**Routed clock nets over the placement**

(4 px per um)
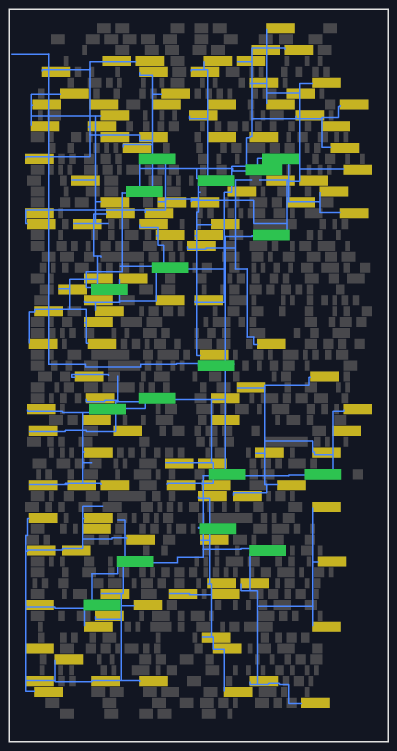
**Cell classes on the final placement**

(2 px per um) Fill, decap, tap and diode cells in gray.
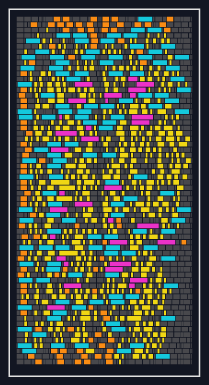
**Supply network**

(3 px per um) Pins as bars on the die edge.
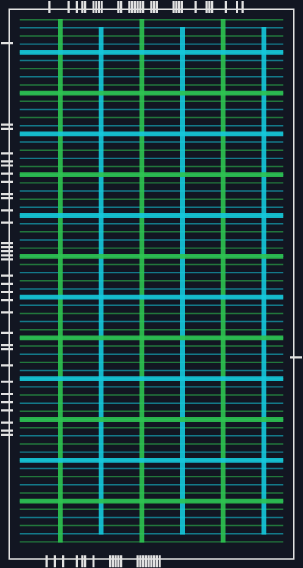
**Cell placement**

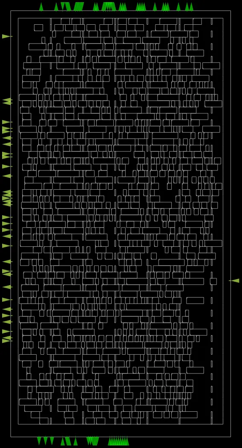
==> src/rtl/rms_pkg.sv <==
// rms_pkg: shared constants and the FSM state type for the RMS unit.
//   SUM_W  : width of the sum-of-squares input and the mean output
//   LEN_W  : width of the element count input
//   ROOT_W : width of the square-root output (SUM_W/2)
package rms_pkg;

  localparam int SUM_W  = 28;
  localparam int LEN_W  = 8;
  localparam int ROOT_W = 14;

  typedef enum logic [1:0] {
    IDLE = 2'd0,
    DIV  = 2'd1,
    SQRT = 2'd2,
    DONE = 2'd3
  } state_t;

endpackage

==> src/rtl/rms_if.sv <==
// rms_if: job/result bundle between the sum-of-squares datapath and rms_unit.
//   Start   : one-cycle strobe, Sum/Len valid in that cycle (master -> slave)
//   Sum/Len : job operands (master -> slave)
//   Busy    : unit is iterating (DIV or SQRT)
//   Valid   : one-cycle pulse, Mean/Root/DivZero freshly updated
//   DivZero/Mean/Root : results of the last accepted job
//   State   : FSM state, exported for debug/checkers
//
// Handshake: Start is a request strobe with no ready signal. It is honoured
// only when Busy is low (IDLE or DONE); a Start seen while Busy is high is
// dropped entirely. Valid is high for exactly one cycle per accepted job and
// the results hold until the next Valid or Reset.
interface rms_if #(
  parameter int SUM_W  = rms_pkg::SUM_W,
  parameter int LEN_W  = rms_pkg::LEN_W,
  parameter int ROOT_W = rms_pkg::ROOT_W
) ();
  import rms_pkg::*;

  logic              Start;
  logic [SUM_W-1:0]  Sum;
  logic [LEN_W-1:0]  Len;
  logic              Busy;
  logic              Valid;
  logic              DivZero;
  logic [SUM_W-1:0]  Mean;
  logic [ROOT_W-1:0] Root;
  state_t            State;

  modport master (
    output Start, Sum, Len,
    input  Busy, Valid, DivZero, Mean, Root, State
  );

  modport slave (
    input  Start, Sum, Len,
    output Busy, Valid, DivZero, Mean, Root, State
  );

endinterface

==> src/rtl/seq_divider.sv <==
// seq_divider: restoring unsigned divider, one quotient bit per clock, MSB
// first. The dividend register shifts left and collects quotient bits in its
// LSB, so after SUM_W steps it holds floor(Sum/Len); the remainder is dropped.
// Ports:
//   Clk, Reset : clock, synchronous active-high reset
//   i_start    : load operands (Sum, Len) this cycle
//   i_sum/i_len: dividend / divisor
//   i_step     : perform one division step this cycle
//   i_iter     : shared iteration count, 0..SUM_W-1 across the steps
//   o_done     : this cycle's step is the last one
//   o_quot     : quotient, stable once the last step has been taken
module seq_divider #(
  parameter int SUM_W  = 28,
  parameter int LEN_W  = 8,
  parameter int ITER_W = 5
) (
  input  logic              Clk,
  input  logic              Reset,
  input  logic              i_start,
  input  logic [SUM_W-1:0]  i_sum,
  input  logic [LEN_W-1:0]  i_len,
  input  logic              i_step,
  input  logic [ITER_W-1:0] i_iter,
  output logic              o_done,
  output logic [SUM_W-1:0]  o_quot
);

  logic [SUM_W-1:0] r_work;
  logic [LEN_W-1:0] r_rem;
  logic [LEN_W-1:0] r_divisor;

  logic [LEN_W:0]   w_trial;
  logic             w_fit;
  logic [LEN_W-1:0] w_rem_next;

  // Working remainder is LEN_W+1 bits wide while shifting; the stored value
  // is always below the divisor, so LEN_W bits are enough between steps.
  assign w_trial    = {r_rem, r_work[SUM_W-1]};
  assign w_fit      = (w_trial >= {1'b0, r_divisor});
  assign w_rem_next = w_fit ? LEN_W'(w_trial - {1'b0, r_divisor})
                            : LEN_W'(w_trial);

  assign o_done = i_step && (i_iter == ITER_W'(SUM_W - 1));
  assign o_quot = r_work;

  always_ff @(posedge Clk) begin
    if (Reset) begin
      r_work    <= '0;
      r_rem     <= '0;
      r_divisor <= '0;
    end else if (i_start) begin
      r_work    <= i_sum;
      r_rem     <= '0;
      r_divisor <= i_len;
    end else if (i_step) begin
      r_work <= {r_work[SUM_W-2:0], w_fit};
      r_rem  <= w_rem_next;
    end
  end

endmodule

==> src/rtl/rms_unit.sv <==
// rms_unit: computes Mean = floor(Sum/Len) and Root = floor(sqrt(Mean)) with
// multi-cycle arithmetic: SUM_W clocks of restoring division followed by
// ROOT_W clocks of digit-by-digit square root, then a one-cycle Valid.
// Ports:
//   Clk   : clock
//   Reset : synchronous, active-high reset
//   bus   : rms_if slave (Start/Sum/Len in; Busy/Valid/DivZero/Mean/Root/State out)
module rms_unit
  import rms_pkg::*;
#(
  parameter int SUM_W  = rms_pkg::SUM_W,
  parameter int LEN_W  = rms_pkg::LEN_W,
  parameter int ROOT_W = rms_pkg::ROOT_W
) (
  input  logic Clk,
  input  logic Reset,
  rms_if.slave bus
);

  localparam int ITER_W = $clog2(SUM_W);
  localparam int SH_W   = ITER_W + 1;
  localparam int REM_W  = ROOT_W + 3;

  state_t              r_state;
  state_t              w_next;
  logic [ITER_W-1:0]   r_iter;   // shared by DIV and SQRT
  logic [ROOT_W-1:0]   r_root;   // partial root
  logic [ROOT_W:0]     r_rem;    // partial remainder, never exceeds 2*root
  logic [SUM_W-1:0]    r_mean;
  logic [ROOT_W-1:0]   r_root_out;
  logic                r_div_zero;

  logic                w_accept;
  logic                w_len_zero;
  logic                w_div_step;
  logic                w_div_done;
  logic [SUM_W-1:0]    w_quot;
  logic [SH_W-1:0]     w_shamt;
  logic [1:0]          w_pair;
  logic [REM_W-1:0]    w_rem_shift;
  logic [REM_W-1:0]    w_trial;
  logic                w_ge;
  logic [ROOT_W:0]     w_rem_next;
  logic [ROOT_W-1:0]   w_root_next;
  logic                w_sqrt_last;

  // New jobs are only taken when not iterating; DONE accepts back-to-back.
  assign w_accept   = bus.Start && ((r_state == IDLE) || (r_state == DONE));
  assign w_len_zero = (bus.Len == '0);
  assign w_div_step = (r_state == DIV);

  seq_divider #(
    .SUM_W  (SUM_W),
    .LEN_W  (LEN_W),
    .ITER_W (ITER_W)
  ) u_div (
    .Clk     (Clk),
    .Reset   (Reset),
    .i_start (w_accept && !w_len_zero),
    .i_sum   (bus.Sum),
    .i_len   (bus.Len),
    .i_step  (w_div_step),
    .i_iter  (r_iter),
    .o_done  (w_div_done),
    .o_quot  (w_quot)
  );

  // Square root consumes the held quotient two bits per clock, MSB pair first;
  // the pair is picked by the iteration count rather than shifting a copy.
  assign w_shamt     = SH_W'(SUM_W - 2) - {r_iter, 1'b0};
  assign w_pair      = 2'(w_quot >> w_shamt);
  assign w_rem_shift = {r_rem, w_pair};
  assign w_trial     = REM_W'({r_root, 2'b01});
  assign w_ge        = (w_rem_shift >= w_trial);
  assign w_rem_next  = w_ge ? (ROOT_W + 1)'(w_rem_shift - w_trial)
                            : (ROOT_W + 1)'(w_rem_shift);
  assign w_root_next = {r_root[ROOT_W-2:0], w_ge};
  assign w_sqrt_last = (r_iter == ITER_W'(ROOT_W - 1));

  always_comb begin
    w_next = r_state;
    case (r_state)
      IDLE: if (w_accept) w_next = w_len_zero ? DONE : DIV;
      DIV:  if (w_div_done) w_next = SQRT;
      SQRT: if (w_sqrt_last) w_next = DONE;
      DONE: begin
        if (w_accept) w_next = w_len_zero ? DONE : DIV;
        else          w_next = IDLE;
      end
      default: w_next = IDLE;
    endcase
  end

  always_ff @(posedge Clk) begin
    if (Reset) begin
      r_state    <= IDLE;
      r_iter     <= '0;
      r_root     <= '0;
      r_rem      <= '0;
      r_mean     <= '0;
      r_root_out <= '0;
      r_div_zero <= 1'b0;
    end else begin
      r_state <= w_next;
      case (r_state)
        IDLE, DONE: begin
          if (w_accept) begin
            r_iter <= '0;
            r_root <= '0;
            r_rem  <= '0;
            // A zero count skips the arithmetic and publishes zeros at once.
            if (w_len_zero) begin
              r_mean     <= '0;
              r_root_out <= '0;
              r_div_zero <= 1'b1;
            end
          end
        end
        DIV: begin
          r_iter <= w_div_done ? '0 : r_iter + ITER_W'(1);
        end
        SQRT: begin
          r_iter <= r_iter + ITER_W'(1);
          r_rem  <= w_rem_next;
          r_root <= w_root_next;
          if (w_sqrt_last) begin
            r_mean     <= w_quot;
            r_root_out <= w_root_next;
            r_div_zero <= 1'b0;
          end
        end
        default: ;
      endcase
    end
  end

  assign bus.Busy    = (r_state == DIV) || (r_state == SQRT);
  assign bus.Valid   = (r_state == DONE);
  assign bus.DivZero = r_div_zero;
  assign bus.Mean    = r_mean;
  assign bus.Root    = r_root_out;
  assign bus.State   = r_state;

endmodule
==> src/flat_wrapper.sv <==
// flat-port wrapper written by rule: the top's interface ports become plain ports
module rms_unit_flat import rms_pkg::*;
#(
  parameter int SUM_W  = rms_pkg::SUM_W,
  parameter int LEN_W  = rms_pkg::LEN_W,
  parameter int ROOT_W = rms_pkg::ROOT_W
)
  (Clk, Reset, bus_Start, bus_Sum, bus_Len, bus_Busy, bus_Valid, bus_DivZero, bus_Mean, bus_Root, bus_State);
  rms_if #(.SUM_W(SUM_W), .LEN_W(LEN_W), .ROOT_W(ROOT_W)) bus_i ();
  input  logic Clk;
  input  logic Reset;
  input wire logic [$bits(bus_i.Start)-1:0] bus_Start;
  input wire logic [$bits(bus_i.Sum)-1:0] bus_Sum;
  input wire logic [$bits(bus_i.Len)-1:0] bus_Len;
  output wire logic [$bits(bus_i.Busy)-1:0] bus_Busy;
  output wire logic [$bits(bus_i.Valid)-1:0] bus_Valid;
  output wire logic [$bits(bus_i.DivZero)-1:0] bus_DivZero;
  output wire logic [$bits(bus_i.Mean)-1:0] bus_Mean;
  output wire logic [$bits(bus_i.Root)-1:0] bus_Root;
  output wire logic [$bits(bus_i.State)-1:0] bus_State;
  assign bus_i.Start = bus_Start;
  assign bus_i.Sum = bus_Sum;
  assign bus_i.Len = bus_Len;
  assign bus_Busy = bus_i.Busy;
  assign bus_Valid = bus_i.Valid;
  assign bus_DivZero = bus_i.DivZero;
  assign bus_Mean = bus_i.Mean;
  assign bus_Root = bus_i.Root;
  assign bus_State = bus_i.State;
  rms_unit #(.SUM_W(SUM_W), .LEN_W(LEN_W), .ROOT_W(ROOT_W)) u_core (.Clk(Clk), .Reset(Reset), .bus(bus_i));
endmodule
==> config.mk <==
export PLATFORM = sky130hd
export DESIGN_NAME = rms_unit_flat
export DESIGN_NICKNAME = d
export VERILOG_FILES = /design/src/rtl/rms_pkg.sv /design/src/rtl/rms_if.sv /design/src/rtl/seq_divider.sv /design/src/rtl/rms_unit.sv /design/src/flat_wrapper.sv
export SDC_FILE = /design/constraint.sdc
export NUM_CORES = 1
export LEC_CHECK = 0
export CAP_MARGIN = 15
export CELL_PAD_IN_SITES_DETAIL_PLACEMENT = 1
export CELL_PAD_IN_SITES_GLOBAL_PLACEMENT = 1
export CORE_ASPECT_RATIO = 2
export CORE_MARGIN = 3
export CORE_UTILIZATION = 41
export CTS_CLUSTER_DIAMETER = 80
export DETAILED_ROUTE_END_ITERATION = 12
export PLACE_DENSITY_LB_ADDON = 0.12
export SYNTH_ARGS = -nofsm -noshare
export SYNTH_HDL_FRONTEND = slang
export SYNTH_SLANG_ARGS = --single-unit
==> constraint.sdc <==
create_clock -name Clk -period 4.63 [get_ports Clk]
set_clock_uncertainty 0.2 [all_clocks]
set_input_delay 0.926 -clock Clk [delete_from_list [all_inputs] [get_ports Clk]]
set_output_delay 0.926 -clock Clk [all_outputs]
set_load 0.02 [all_outputs]
==> reports/qor.yml <==
detailed_routing:
  drc: 0
  ant_nets: 0
  routed_wl_mm: 18.9
  drt-pass1-iter-count: 4
  drtIter0Drc: 200
  wire_per_inst_um: 18.0
sta:
  fin_crit_ps: 4030
  rsz0062_at_grt: "no"
  tns_ps: 0
  setup_violations: 0
  tightest_slew_ps: 885
  finalHoldViolations: 0
  max_freq_mhz: 248
worst_setup_path:
  worst_path_dominant_cell_family: "AND-OR/OR-AND gates"
  crit_chain: "ha_1 > and2_1 > a221o_1 > a21oi_2 > nor2_1 > nand2_1 > ha_1 > nand3_1 > nor4_1 > o21ai_1 > nand2b_1 > a2111o_1 > a21o_1 > o21ai_0 > a31o_2"
  cp_max_fo: 20
  slowest_delay_ps: 670
  worstSetupPathType: "flip-flop to flip-flop"
  required_ps: 4740
  cp-start-kind: "flip-flop"
  path_common_cell: "ha_1"
clock_tree:
  ctsHtreeMaxLevel: 4
  cts-root-buf: "clkbuf_16"
  cts_sinks: 123
  cts-resized-gates: 0
  cts_buffers: 17
  cts_hold_buffers: 0
run_status:
  status: "completed"
grt:
  grt_pass1_wl_mm: 32.0
  gr-usage-all-layers_pct: 23.4
  grt_max_degree: 56
run:
  maxCapViolCount: 0
  warning_count: 32
synthesis:
  common_cells: "dfxtp_1, nand2_1, a21oi_1, nor2_1, nand3_1"
  yosys_cells: 772
  top_area_cell: "dfxtp_1"
  synth_warnings: 0
  postSynthSeqShare_pct: 38.5
  synth_area_um2: 6400
  syn-num-nets: 844
  ys_chip_area_um2: 6400
  synth-edff-count: 0
  synth_cells: 772
  top_cells_by_area: "dfxtp_1, mux2i_1, ha_1, a21oi_1, nand2_1"
worst_hold_path:
  hp-class: "flip-flop to flip-flop"
layout:
  ff_latch_area_um2: 2460
  final_nets: 912
placed_design:
  dp_cells: 1019
  routabilityCongestion: 0.892
floorplanning:
  die_area_um2: 17200
  io_pins: 86
  num_rows: 64
power_and_ir_drop:
  power_density_nw_per_um2: 729
  p_leak_uw: 0.00297
About 'routed clock nets over the placement':
[flip-flops] yellow | count: 123
[clock-net drivers] green | count: 17
[clock wires] blue | length: 1980 um
routed clock nets	18
clock latency at the later pin of the worst-skew pair: 420 ps
Clk. pwr: 1470 uW
clock network fraction of design power: 25.1%

About 'cell classes on the final placement':
class	color	cells	share of their area
clock drivers and dummy loads	magenta	32	8.3%
registers	cyan	123	32%
remaining buffers and delay cells	orange	98	12%
remaining logic cells	yellow	600	48%
cell area after layout: 8030 um2
core box area: 15300 um2

About 'supply network':
net	color
VSS	green
VDD	cyan
signal pins	86
met5 straps	12
met1 rails	65
DIE HEIGHT: 183 um
die width: 94.4 um

About 'cell placement':
Seq/total area: 30.6%
Post-Layout Cell Count: 1051

[stage by stage]
| step | hold slack, ps | total power, uW | area, um2 | setup slack, ps |
|---|---|---|---|---|
| final | 253 | 5860 | 8030 | 601 |
| after global routing | 276 | 6200 | 8030 | 254 |
| after CTS | 257 | 5900 | 8030 | 621 |
| after detailed placement | 249 | 4380 | 7390 | 629 |
| after global placement | 243 | 4350 | 7390 | 861 |
| after floorplan | 232 | 3940 | 6400 | 1190 |
[kinds of logic (layout without fill, tap and decap cells)]
family / after synthesis / after routing / synth area share [%]
fa+ha+maj: 33 / 33 / 6.57
flops: 123 / 123 / 38.5
compound gates: 200 / 200 / 20.0
buf+inv: 83 / 164 / 5.29
mux: 50 / 50 / 8.83
simple gates: 268 / 268 / 18.8
xor+xnor: 15 / 15 / 2.05
[final timing paths]
kind	from	endpoint	slack [ps]	cells after the start
setup / recovery	u_core.r_iter[2]	u_core.r_rem[11]	600	15
hold / removal	u_core.bus.Mean[16]	u_core.bus.Mean[16]	250	2
setup reg to reg	u_core.r_iter[2]	u_core.r_rem[11]	600	15
hold reg to reg	u_core.bus.Mean[16]	u_core.bus.Mean[16]	250	2
[state kept, by name, summed over array words and instances (netlist names)]
signal                  count
u_core.bus.Root            14
u_core.r_rem               15
u_core.r_root              14
u_core.bus.State            2
u_core.u_div.r_rem          8
u_core.bus.Mean            28
u_core.bus.DivZero          1
u_core.u_div.o_quot        28
u_core.r_iter               5
u_core.u_div.r_divisor      8
[report_power, final]
group / total [uW] / switching [uW] / internal [uW]
registers: 1450 / 211 / 1240
clock network: 1470 / 533 / 934
logic: 2940 / 1650 / 1290
total: 5860 / 2390 / 3470
[cells in the final DEF, fill, tap and decap left out, drive strengths merged, types with 11 or more instances in the layout]
| master | count |
|---|---|
| a21o | 12 |
| dfxtp | 123 |
| o21ai | 30 |
| xnor2 | 11 |
| clkbuf | 19 |
| a211oi | 34 |
| a21oi | 75 |
| nand2 | 96 |
| a22oi | 16 |
| nand3 | 51 |
| nor2 | 74 |
| ha | 32 |
| mux2i | 43 |
| inv | 35 |
| clkdlybuf4s50 | 84 |
| buf | 14 |
[worst min-delay path, stage by stage (launching register included)]
cell	delay, ps
dfxtp_1	310
nand2_1	50
a21oi_1	50
[cell type report]
class	count	share of cell area, %
multi-input combinational	566	44.9
tap	198	3.08
timing repair buffer	98	11.8
clock buffer	19	5.64
sequential	123	30.6
clock inverter	13	2.37
inverter	34	1.59
[per-layer routing]
layer / share of wire [%] / global-route usage, % / vias to the layer above
met5: 0 / 0 / -
met4: 3.8 / 11.3 / 0
met3: 2.7 / 4.31 / 50
met2: 57 / 45.2 / 122
met1: 36 / 23.1 / 2879
li1: - / - / 2866
Power and IR drop assume default switching activity.
